File: src/rtl/ps2_crypt_link.sv
// ps2_crypt_link
//   PS/2 keyboard receiver with frame checking and timeout recovery. Each
//   accepted scan code is XOR-encrypted with a Fibonacci LFSR keystream,
//   buffered in a small FIFO and shifted out MSB first on the CPLD-AVR link.
//
// Ports
//   Clk         system clock (the only clock)
//   Reset       synchronous active-high reset
//   ps2_clk     raw PS/2 clock (asynchronous)
//   ps2_data    raw PS/2 data (asynchronous)
//   tx_ready    AVR can take a new byte (sampled only between bytes)
//   serial_clk  divided link clock
//   serial_out  link data, MSB first
//   sending     high during the 8 data bit periods
//   frame_err   one-Clk pulse on start/parity/stop/timeout error
//   overflow    one-Clk pulse when an accepted byte is dropped (FIFO full)
//   fifo_level  number of bytes currently buffered
//
// Build option
//   PS2_PARITY_CHECK_EN  when defined, frames must carry odd parity;
//                        otherwise the parity bit is captured and ignored.
module ps2_crypt_link #(
  parameter int                LFSR_W     = 16,
  parameter logic [LFSR_W-1:0] LFSR_TAPS  = 16'hB400,
  parameter logic [LFSR_W-1:0] LFSR_SEED  = 16'hFFFF,
  parameter int                FIFO_DEPTH = 4,
  parameter int                CLK_DIV    = 250,
  parameter int                GAP_BITS   = 4,
  parameter int                TIMEOUT    = 4096
) (
  input  logic                          Clk,
  input  logic                          Reset,
  input  logic                          ps2_clk,
  input  logic                          ps2_data,
  input  logic                          tx_ready,
  output logic                          serial_clk,
  output logic                          serial_out,
  output logic                          sending,
  output logic                          frame_err,
  output logic                          overflow,
  output logic [$clog2(FIFO_DEPTH):0]   fifo_level
);

  localparam int AW = $clog2(FIFO_DEPTH);
  localparam int DW = $clog2(CLK_DIV);
  localparam int TW = $clog2(TIMEOUT);
  localparam int GW = (GAP_BITS > 1) ? $clog2(GAP_BITS) : 1;

  localparam logic [AW:0]   FIFO_FULL = (AW+1)'(FIFO_DEPTH);
  localparam logic [DW-1:0] DIV_LAST  = DW'(CLK_DIV - 1);
  localparam logic [TW-1:0] TO_LAST   = TW'(TIMEOUT - 1);
  // T_GAP is left one boundary early so T_IDLE can start the next byte
  // exactly GAP_BITS periods after the last data bit.
  localparam logic [GW-1:0] GAP_LAST  = GW'((GAP_BITS >= 2) ? GAP_BITS - 2 : 0);

`ifdef PS2_PARITY_CHECK_EN
  localparam bit PARITY_CHECK = 1'b1;
`else
  localparam bit PARITY_CHECK = 1'b0;
`endif

  typedef enum logic [1:0] {R_IDLE, R_DATA, R_PAR, R_STOP} rx_state_t;
  typedef enum logic [1:0] {T_IDLE, T_SEND, T_GAP} tx_state_t;

  logic              clk_meta, clk_sync, clk_prev;
  logic              data_meta, data_sync;
  logic              ps2_edge;

  rx_state_t         rx_state, rx_next;
  logic [7:0]        rx_shift;
  logic [2:0]        rx_bits;
  logic              rx_par;
  logic [TW-1:0]     rx_timer;
  logic              timeout_hit, frame_ok, accept, rx_err;

  logic [7:0]        fifo_mem [FIFO_DEPTH];
  logic [AW-1:0]     wr_ptr, rd_ptr;
  logic              fifo_full, fifo_empty, push, ovf_now;
  logic [7:0]        fifo_head, enc_byte;
  logic [LFSR_W-1:0] lfsr;

  logic [DW-1:0]     div_cnt;
  logic              div_wrap, bit_tick;

  tx_state_t         tx_state, tx_next;
  logic [7:0]        tx_shift;
  logic [2:0]        tx_bit_cnt;
  logic [GW-1:0]     gap_cnt;
  logic              tx_pop;

  // Two-flop synchronisers; the clock path idles high so reset never fakes an edge
  always_ff @(posedge Clk) begin
    if (Reset) begin
      clk_meta  <= 1'b1;
      clk_sync  <= 1'b1;
      clk_prev  <= 1'b1;
      data_meta <= 1'b1;
      data_sync <= 1'b1;
    end else begin
      clk_meta  <= ps2_clk;
      clk_sync  <= clk_meta;
      clk_prev  <= clk_sync;
      data_meta <= ps2_data;
      data_sync <= data_meta;
    end
  end

  assign ps2_edge    = clk_prev & ~clk_sync;
  assign timeout_hit = (rx_state != R_IDLE) && !ps2_edge && (rx_timer == TO_LAST);
  assign frame_ok    = data_sync & (!PARITY_CHECK || (^{rx_shift, rx_par}));

  // RX state register
  always_ff @(posedge Clk) begin
    if (Reset) rx_state <= R_IDLE;
    else       rx_state <= rx_next;
  end

  // RX next state; a timeout overrides whatever the frame was doing
  always_comb begin
    rx_next = rx_state;
    case (rx_state)
      R_IDLE: if (ps2_edge && !data_sync)      rx_next = R_DATA;
      R_DATA: if (ps2_edge && rx_bits == 3'd7) rx_next = R_PAR;
      R_PAR:  if (ps2_edge)                    rx_next = R_STOP;
      R_STOP: if (ps2_edge)                    rx_next = R_IDLE;
      default:                                 rx_next = R_IDLE;
    endcase
    if (timeout_hit) rx_next = R_IDLE;
  end

  // RX outputs: accept or reject at the stop-bit edge
  always_comb begin
    accept = (rx_state == R_STOP) && ps2_edge && frame_ok;
    rx_err = ((rx_state == R_STOP) && ps2_edge && !frame_ok) || timeout_hit;
  end

  // RX datapath: LSB-first shift, parity capture, inactivity timer
  always_ff @(posedge Clk) begin
    if (Reset) begin
      rx_shift <= '0;
      rx_bits  <= '0;
      rx_par   <= 1'b0;
      rx_timer <= '0;
    end else begin
      if (rx_state == R_IDLE || ps2_edge) rx_timer <= '0;
      else                                rx_timer <= rx_timer + TW'(1);
      if (ps2_edge) begin
        case (rx_state)
          R_IDLE: rx_bits <= '0;
          R_DATA: begin
            rx_shift <= {data_sync, rx_shift[7:1]};
            rx_bits  <= rx_bits + 3'd1;
          end
          R_PAR:  rx_par <= data_sync;
          default: ;
        endcase
      end
    end
  end

  assign fifo_full  = (fifo_level == FIFO_FULL);
  assign fifo_empty = (fifo_level == '0);
  assign fifo_head  = fifo_mem[rd_ptr];
  assign enc_byte   = rx_shift ^ lfsr[7:0];
  // A pop in the same cycle frees a slot, so a full FIFO still accepts
  assign push       = accept && (!fifo_full || tx_pop);
  assign ovf_now    = accept && fifo_full && !tx_pop;

  // Error/overflow pulses
  always_ff @(posedge Clk) begin
    if (Reset) begin
      frame_err <= 1'b0;
      overflow  <= 1'b0;
    end else begin
      frame_err <= rx_err;
      overflow  <= ovf_now;
    end
  end

  // FIFO and keystream; the LFSR only advances when a byte is really stored
  always_ff @(posedge Clk) begin
    if (Reset) begin
      for (int i = 0; i < FIFO_DEPTH; i++) fifo_mem[i] <= '0;
      wr_ptr     <= '0;
      rd_ptr     <= '0;
      fifo_level <= '0;
      lfsr       <= LFSR_SEED;
    end else begin
      if (push) begin
        fifo_mem[wr_ptr] <= enc_byte;
        wr_ptr           <= wr_ptr + AW'(1);
        lfsr             <= {lfsr[LFSR_W-2:0], ^(lfsr & LFSR_TAPS)};
      end
      if (tx_pop) rd_ptr <= rd_ptr + AW'(1);
      case ({push, tx_pop})
        2'b10:   fifo_level <= fifo_level + (AW+1)'(1);
        2'b01:   fifo_level <= fifo_level - (AW+1)'(1);
        default: ;
      endcase
    end
  end

  assign div_wrap = (div_cnt == DIV_LAST);
  assign bit_tick = div_wrap & serial_clk;

  // Link clock divider; a bit boundary is the falling wrap of serial_clk
  always_ff @(posedge Clk) begin
    if (Reset) begin
      div_cnt    <= '0;
      serial_clk <= 1'b0;
    end else if (div_wrap) begin
      div_cnt    <= '0;
      serial_clk <= ~serial_clk;
    end else begin
      div_cnt    <= div_cnt + DW'(1);
    end
  end

  // TX state register
  always_ff @(posedge Clk) begin
    if (Reset) tx_state <= T_IDLE;
    else       tx_state <= tx_next;
  end

  // TX next state
  always_comb begin
    tx_next = tx_state;
    case (tx_state)
      T_IDLE: if (bit_tick && !fifo_empty && tx_ready) tx_next = T_SEND;
      T_SEND: if (bit_tick && tx_bit_cnt == 3'd7)
                tx_next = (GAP_BITS >= 2) ? T_GAP : T_IDLE;
      T_GAP:  if (bit_tick && gap_cnt == GAP_LAST)  tx_next = T_IDLE;
      default:                                      tx_next = T_IDLE;
    endcase
  end

  // TX outputs: pop decision (tx_ready only matters between bytes)
  always_comb begin
    tx_pop = (tx_state == T_IDLE) && bit_tick && !fifo_empty && tx_ready;
  end

  // TX datapath; serial_out and sending only move on bit boundaries
  always_ff @(posedge Clk) begin
    if (Reset) begin
      tx_shift   <= '0;
      tx_bit_cnt <= '0;
      gap_cnt    <= '0;
      serial_out <= 1'b0;
      sending    <= 1'b0;
    end else if (bit_tick) begin
      case (tx_state)
        T_IDLE: if (tx_pop) begin
          tx_shift   <= fifo_head;
          serial_out <= fifo_head[7];
          sending    <= 1'b1;
          tx_bit_cnt <= '0;
        end
        T_SEND: begin
          if (tx_bit_cnt == 3'd7) begin
            sending    <= 1'b0;
            serial_out <= 1'b0;
            gap_cnt    <= '0;
          end else begin
            tx_shift   <= {tx_shift[6:0], 1'b0};
            serial_out <= tx_shift[6];
            tx_bit_cnt <= tx_bit_cnt + 3'd1;
          end
        end
        T_GAP:  gap_cnt <= gap_cnt + GW'(1);
        default: ;
      endcase
    end
  end

endmodule

File: config.mk
export PLATFORM = sky130hd
export DESIGN_NAME = ps2_crypt_link
export DESIGN_NICKNAME = d
export VERILOG_FILES = /design/src/rtl/ps2_crypt_link.sv
export SDC_FILE = /design/constraint.sdc
export NUM_CORES = 1
export LEC_CHECK = 0
export ABC_AREA = 1
export CORE_MARGIN = 2
export CORE_UTILIZATION = 29
export CTS_CLUSTER_DIAMETER = 30
export DETAILED_ROUTE_END_ITERATION = 10
export GPL_ROUTABILITY_DRIVEN = 0
export HOLD_SLACK_MARGIN = 0.15
export PLACE_DENSITY = 0.55
export SKIP_CTS_REPAIR_TIMING = 1
export SLEW_MARGIN = 30
export SYNTH_ARGS = -nofsm -noshare
export SYNTH_HDL_FRONTEND = slang
export SYNTH_SLANG_ARGS = --single-unit
File: constraint.sdc
create_clock -name Clk -period 2.5 [get_ports Clk]
set_input_delay 0.25 -clock Clk [delete_from_list [all_inputs] [get_ports Clk]]
set_output_delay 0.25 -clock Clk [all_outputs]
set_load 0.05 [all_outputs]
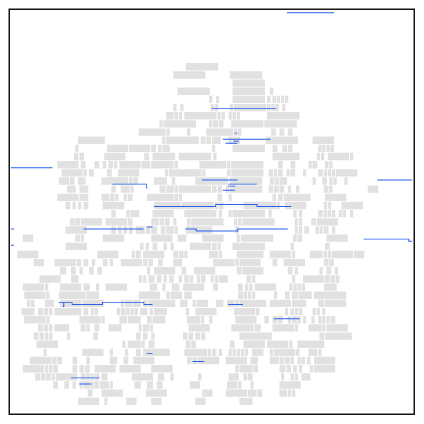
Fig. 1. Metal 3 (run 1).
Scale: 3 px per um. Cells faint in the background.
nets with wire on the layer: 20
wire length on this layer: 309 um
main direction: horizontal
longest straight run: 21.2 um
share of all routed wire: 3.1%

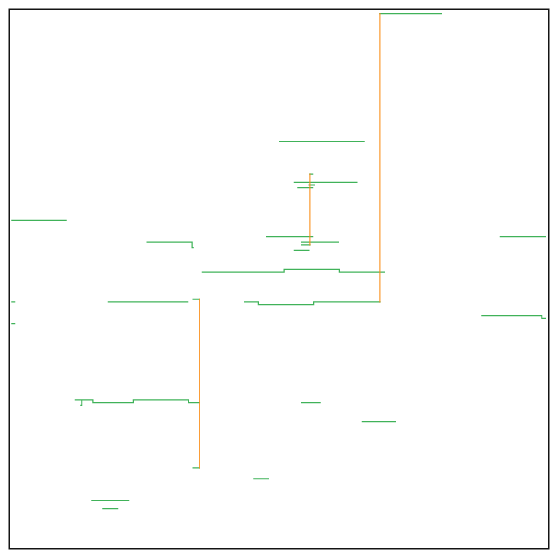
Fig. 2. Wiring by layer (run 1).
Scale: 4 px per um. Only two layers are drawn.
| color | layer | wire length |
|---|---|---|
| green | met3 | 309 um |
| orange | met4 | 132 um |

==> results.rst, run 1 <==
Metrics
=======

.. list-table::
   :header-rows: 1

   * - Metric
     - Value
   * - Port-buffer cells
     - 12
   * - Final setup violation count
     - 0
   * - Row count
     - 47
   * - Met2 usage in global routing
     - between 20 and 25%
   * - Synthesized Nets
     - roughly 600
   * - Maxcap violations
     - 0
   * - Clock group
     - approximately 2.4 mW
   * - AND-OR/OR-AND share of the synthesized area
     - a little under a tenth
   * - Clock network power share
     - 53.0%
   * - Clock insertion delay at the later pin of the skew report
     - between 400 and 500 ps
   * - Final Max Tran Viols
     - 0
   * - Drt pass-1 iters
     - 4
   * - Post-layout net count
     - around 630
   * - HPWL Detailed
     - ~7000 um
   * - Setup slack of the most critical reg-to-reg path
     - about 280 ps
   * - Min-delay src
     - data_meta
   * - Xor+xnor area frac
     - about 3%
   * - Critical path depth in cells
     - 12
   * - Critical-path cell list
     - ha_1 > nand3b_1 > nor2_4 > nand4_4 > inv_1 > ha_1 > inv_1 > fa_1 > a21oi_1 > o21ai_0 > o21ai_0 > a21oi_1
   * - Worst R2R End
     - fifo_level[2]
   * - Post-synthesis sequential element count
     - between 100 and 150
   * - FF-to-FF path depth
     - 12
   * - Yosys synthesis chip area
     - ~5000 um2
   * - End point of the worst hold path
     - data_sync
   * - Critical Path RT
     - between 2000 and 3000 ps
   * - Number of buffers created by CTS
     - 17
   * - Unrepaired setup endpoints after global routing
     - no
   * - Largest stage delay on the critical path
     - ~370 ps
   * - Leading register cell type out of synthesis
     - dfxtp_1
   * - Relative slew margins
     - 59.4%
   * - Share of the clock period used by the worst path after layout
     - 88.7%
   * - Crit path launch
     - div_cnt[0]
   * - Biggest area cells
     - dfxtp_1 33%, edfxtp_1 19%, nor2_1 8.3%
   * - Share of cells above drive strength 1
     - around 10%
   * - Clock transition at the register clock pins on the worst setup and hold paths after CTS
     - approximately 50 ps
   * - Largest combinational cell category by area
     - simple AND/OR/NAND/NOR gates
   * - Post-detailed-route count of antenna-violating nets
     - 0
   * - Share of the core filled by cells before placement
     - 29.7%
   * - Result of the run
     - finished clean
   * - Final min period
     - ~2200 ps
   * - Worst slack, placed
     - 77.3 ps
   * - Registers with the most flip-flops
     - fifo_mem: 32 flops, lfsr: 16 flops, rx_timer: 12 flops
   * - Fraction of synthesis flops using an asynchronous set or reset pin
     - 0%
   * - Sequential cell area fraction in the yosys report
     - between 50% and 60%
   * - Register with the highest flop count
     - fifo_mem
   * - Die width
     - around 130 um
   * - Total gr overflow
     - 0
   * - Critical path class
     - reg -> reg
   * - Flip-flop count of the largest register, all copies and words added
     - 32
   * - Critical-path maximum fanout
     - 4
   * - DR vias/cell
     - about 4.5
   * - Crit path capture type
     - flop
   * - Number of buffers and inverters on the critical path
     - 2
   * - Overall chip area
     - around 18,000 um2
   * - Vertical die size
     - ~130 um
   * - Switching component of the power
     - about 0.93 mW
   * - Flop area
     - 2600 um2
   * - Clk root buf
     - clkbuf_16
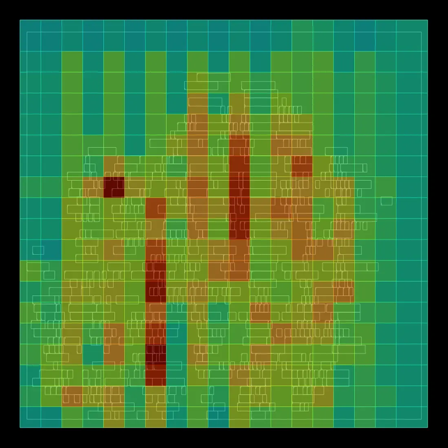
Fig. 3. Congestion heat map (run 1).
gr busiest metal: met2
wire length per cell: 11.8 um

==> run 1: final cells by class <==
cell class,count,share of cell area (%)
clock buffers,23,8.22
clock inverters,9,1.70
inverters,55,3.47
multi-input cells,399,34.5
flip-flops and latches,114,43.7
well taps,220,4.62
repair buffers,26,3.78
==> run 1: cell usage in the layout (no fill, tap or decap), drive strengths merged, types with 6 or more instances in the layout <==
master and instances:
a21oi 34, buf 14, clkbuf 23, clkdlybuf4s50 12, clkinv 6, dfxtp 82
edfxtp 32, ha 13, inv 54, nand2 89, nand3 44, nand4 9
nor2 112, nor3 11, o21ai 54, or2 7, xnor2 13
Fig. 4: run 1, metal 1
Scale: 4 px per um. Supply wires on this layer in gray. Cells faint in the background.
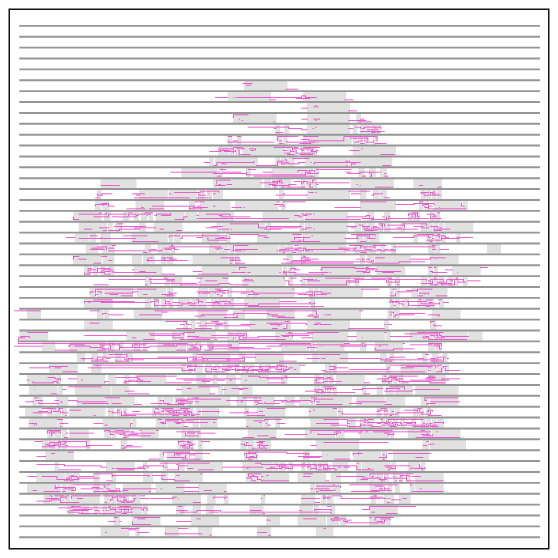

==> run 1 -> run 2 <==
--- a/config.mk
+++ b/config.mk
@@ -12,7 +12,7 @@
 export DETAILED_ROUTE_END_ITERATION = 10
 export GPL_ROUTABILITY_DRIVEN = 0
 export HOLD_SLACK_MARGIN = 0.15
-export PLACE_DENSITY = 0.55
+export PLACE_DENSITY = 0.56
 export SKIP_CTS_REPAIR_TIMING = 1
 export SLEW_MARGIN = 30
 export SYNTH_ARGS = -nofsm -noshare
==> constraint.sdc (replaced) <==
create_clock -name Clk -period 1.9 [get_ports Clk]
set_input_delay 0.19 -clock Clk [delete_from_list [all_inputs] [get_ports Clk]]
set_output_delay 0.19 -clock Clk [all_outputs]
set_load 0.05 [all_outputs]
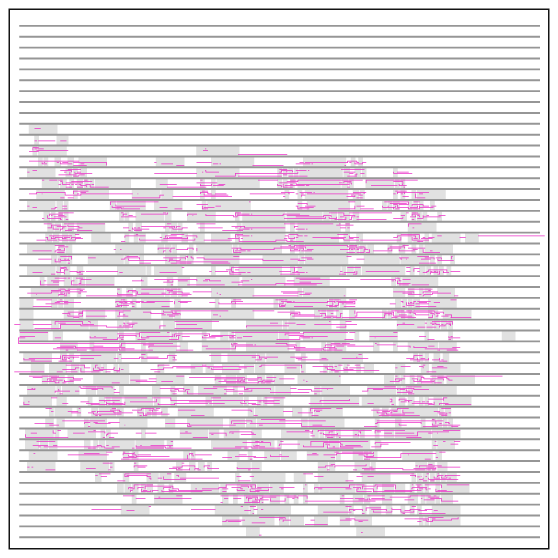
Fig. 5. Metal 1 (run 2).
Scale: 4 px per um. Supply wires on this layer in gray. Cells faint in the background.
wire length on this layer: 4,670 um
nets with wire on the layer: 633

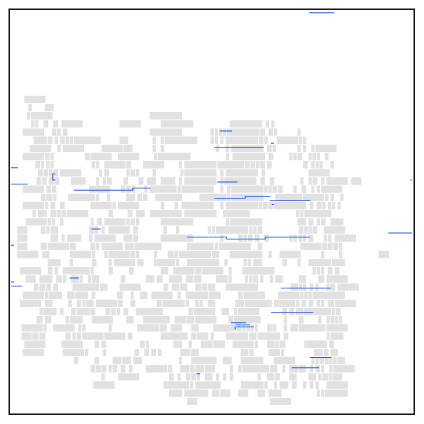
Fig. 6. Metal 3 (run 2).
Scale: 3 px per um. Cells faint in the background.
nets with wire on the layer: 23
wire length on this layer: 228 um
main direction: horizontal

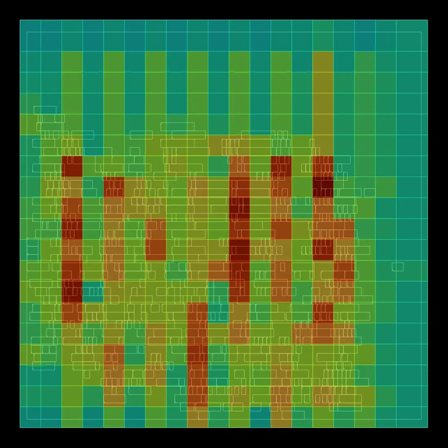
Fig. 7. Congestion heat map (run 2).
met1 track demand over resource in global routing: 14.6%
met3 layer usage reported by global route: 3.87%
wire length per cell: 11.5 um

==> run 2 against run 1 <==
The run now ends with negative setup slack left. Setup slack lost 390 ps. Via count grew 3.1%. Clock skew grew 2.9 ps. Clock-buffer cell count grew 1. Maximum frequency grew 11%. Die area is the same. Sequential share of layout area shrank 2.6 points. Synthesized cell count is the same. Global-route usage grew 0.10 points. Largest power group unchanged.
==> results.rst, run 2 <==
Metrics
=======

.. list-table::
   :header-rows: 1

   * - Metric
     - Value
   * - Cell count after synthesis
     - 585
   * - Critical-path cell list
     - inv_2 > ha_4 > nand3b_1 > nor2_4 > nand4_4 > buf_6 > nand2_4 > nand2_4 > ha_4 > inv_2 > fa_2 > a21oi_2 > o21ai_2 > o21ai_1 > a21oi_1
   * - Largest stage delay on the critical path
     - 350 ps (-20 ps)
   * - Biggest area cells
     - dfxtp_1 33%, edfxtp_1 19%, nor2_1 8.3%
   * - Top cells excl fill/tap
     - 108 x nor2_1, 81 x nand2_1, 74 x dfxtp_1
   * - Port-buffer cells
     - 12 (unchanged)
   * - Critical path depth in cells
     - 15 (+3)
   * - Number of buffers and inverters on the critical path
     - 3 (+1)
   * - End point of the worst hold path
     - data_meta
   * - Worst hold slack across all endpoints
     - 347 ps
   * - Total gr overflow
     - 0 (unchanged)
   * - Clock insertion delay at the later pin of the skew report
     - 400 ps (about the same)
   * - Flip-flop count of the largest register, all copies and words added
     - 32 (unchanged)
   * - Clock network power share
     - 53.3% (+0.3 points)
   * - Clock group
     - 3.23 mW (+36%)
   * - DP Cell Count
     - 841
   * - Peak VDD IR
     - between 0.6 and 0.7 mV
   * - Critical Path RT
     - 2190 ps (-600 ps)
   * - Share of the clock period used by the worst path after layout
     - 105% (+17 points)
   * - Overall chip area
     - 18,100 um2 (unchanged)
   * - Routed metal-1 wire length
     - ~4700 um
   * - Maximum clock rate
     - approximately 500 MHz
   * - Non-filler cells in the finished layout
     - between 800 and 900
   * - Worst R2R End
     - fifo_level[2]
   * - HPWL Detailed
     - 7240 um (+3.0%)
   * - Registers with the most flip-flops
     - fifo_mem: 32 flops, lfsr: 16 flops, rx_timer: 12 flops
   * - Synth Area in Simple Gates
     - 25.3%
   * - Ranking of synthesized cells by instance count
     - 109 x nor2_1, 85 x nand2_1, 82 x dfxtp_1, 54 x o21ai_0, 52 x inv_1
   * - Clk root buf
     - clkbuf_16
   * - Min-delay src
     - ps2_data
   * - Post-synthesis sequential element count
     - 114 (unchanged)
   * - Post-layout net count
     - 662 (+4.7%)
   * - Crit path launch
     - div_cnt[1]
   * - Share of cells above drive strength 1
     - 18.3% (+8.1 points)
   * - Setup slack of the most critical reg-to-reg path
     - -100 ps (-390 ps)
   * - Critical path class
     - reg -> reg
   * - Most common cell after layout, fill and taps aside
     - nor2_1
   * - FF-to-FF path depth
     - 15 (+3)
   * - Drt pass-1 iters
     - 4 (unchanged)
   * - Worst reg2reg path startpoint
     - div_cnt[1]
   * - Switching component of the power
     - 1.22 mW (+31%)
   * - Post-detailed-route count of antenna-violating nets
     - 0 (unchanged)
   * - Vertical die size
     - 135 um (unchanged)
   * - DR vias/cell
     - 4.46 (-0.33%)
   * - Number of global-route vias before repair
     - 3,883
   * - CTS max path bufs
     - 2
   * - Row count
     - 47 (unchanged)
   * - DR vias
     - approximately 3.9k
   * - Die width
     - 135 um (unchanged)
   * - Min-delay worst type
     - in -> reg
   * - Crit path capture type
     - flop
   * - Result of the run
     - finished with violations
   * - Xor+xnor area frac
     - 3.01% (unchanged)
   * - Share of the core filled by cells before placement
     - 29.7% (unchanged)
   * - Sequential cell area fraction in the yosys report
     - 52.7% (unchanged)
   * - Final Max Tran Viols
     - 0 (unchanged)
   * - Number of buffers created by CTS
     - 17 (unchanged)
   * - Maxcap violations
     - 0 (unchanged)
   * - Yosys synthesis chip area
     - 4940 um2 (unchanged)
   * - Final min period
     - 2000 ps (-213 ps)
   * - Clock transition at the register clock pins on the worst setup and hold paths after CTS
     - 50 ps (about the same)
   * - Largest combinational cell category by area
     - simple AND/OR/NAND/NOR gates
   * - Unrepaired setup endpoints after global routing
     - yes
   * - Antenna cell count
     - 0
   * - Routed wire length
     - just over 10,000 um
   * - Final worst setup slack
     - -104 ps
   * - Worst slack, placed
     - -238 ps (-316 ps)
   * - Met2 usage in global routing
     - 20.5% (-0.11 points)
   * - Leakage
     - 2.71 nW
   * - AND-OR/OR-AND share of the synthesized area
     - 9.52% (unchanged)
   * - Critical-path maximum fanout
     - 3 (-1)
   * - Final hold violation count
     - 0
   * - Fraction of synthesis flops using an asynchronous set or reset pin
     - 0% (unchanged)
   * - Number of distinct library cell variants in the gate-level netlist after synthesis
     - 33
   * - Register with the highest flop count
     - fifo_mem
   * - Violations in the final reports
     - negative setup slack
   * - Gr busiest metal
     - met2
   * - Relative slew margins
     - 65.9% (+6.5 points)
   * - Final setup violation count
     - 10 (+10)
   * - Leading register cell type out of synthesis
     - dfxtp_1
   * - P_seq
     - ~2.6 mW
   * - Area leader share
     - about a third
   * - Category of the worst setup path launch point
     - flop
   * - Synthesized Nets
     - 604 (unchanged)
   * - Count of flip-flops with a built-in enable after synthesis
     - 32
## run 2: cell counts after synthesis
Identical to the previous run, type by type.
## run 2: per-stage QoR
step	cell area [um2]	TNS [ps]	utilization, %
after floorplan	5000	-309	-
after global placement	5670	-3660	34.1
after detailed placement	5670	-4720	34.1
after CTS	6290	-524	37.8
after global routing	6370	-1360	38.3
final	6370	-289	38.3
## run 2: final cells by class
cell class	instances	area [um2]
multi-input combinational	399	2140
timing repair buffer	56	514
clock buffer	24	524
clock inverter	7	93.8
tap	220	275
inverter	55	208
sequential	114	2620
fill	1646	10300
## run 2: kinds of logic after synthesis
| family | after synthesis |
|---|---|
| fa+ha+maj | 14 |
| buf+inv | 72 |
| flops | 114 |
| simple gates | 276 |
| compound gates | 92 |
| xor+xnor | 17 |
Power figures rest on the tool's default switching activity, not on a simulated workload.
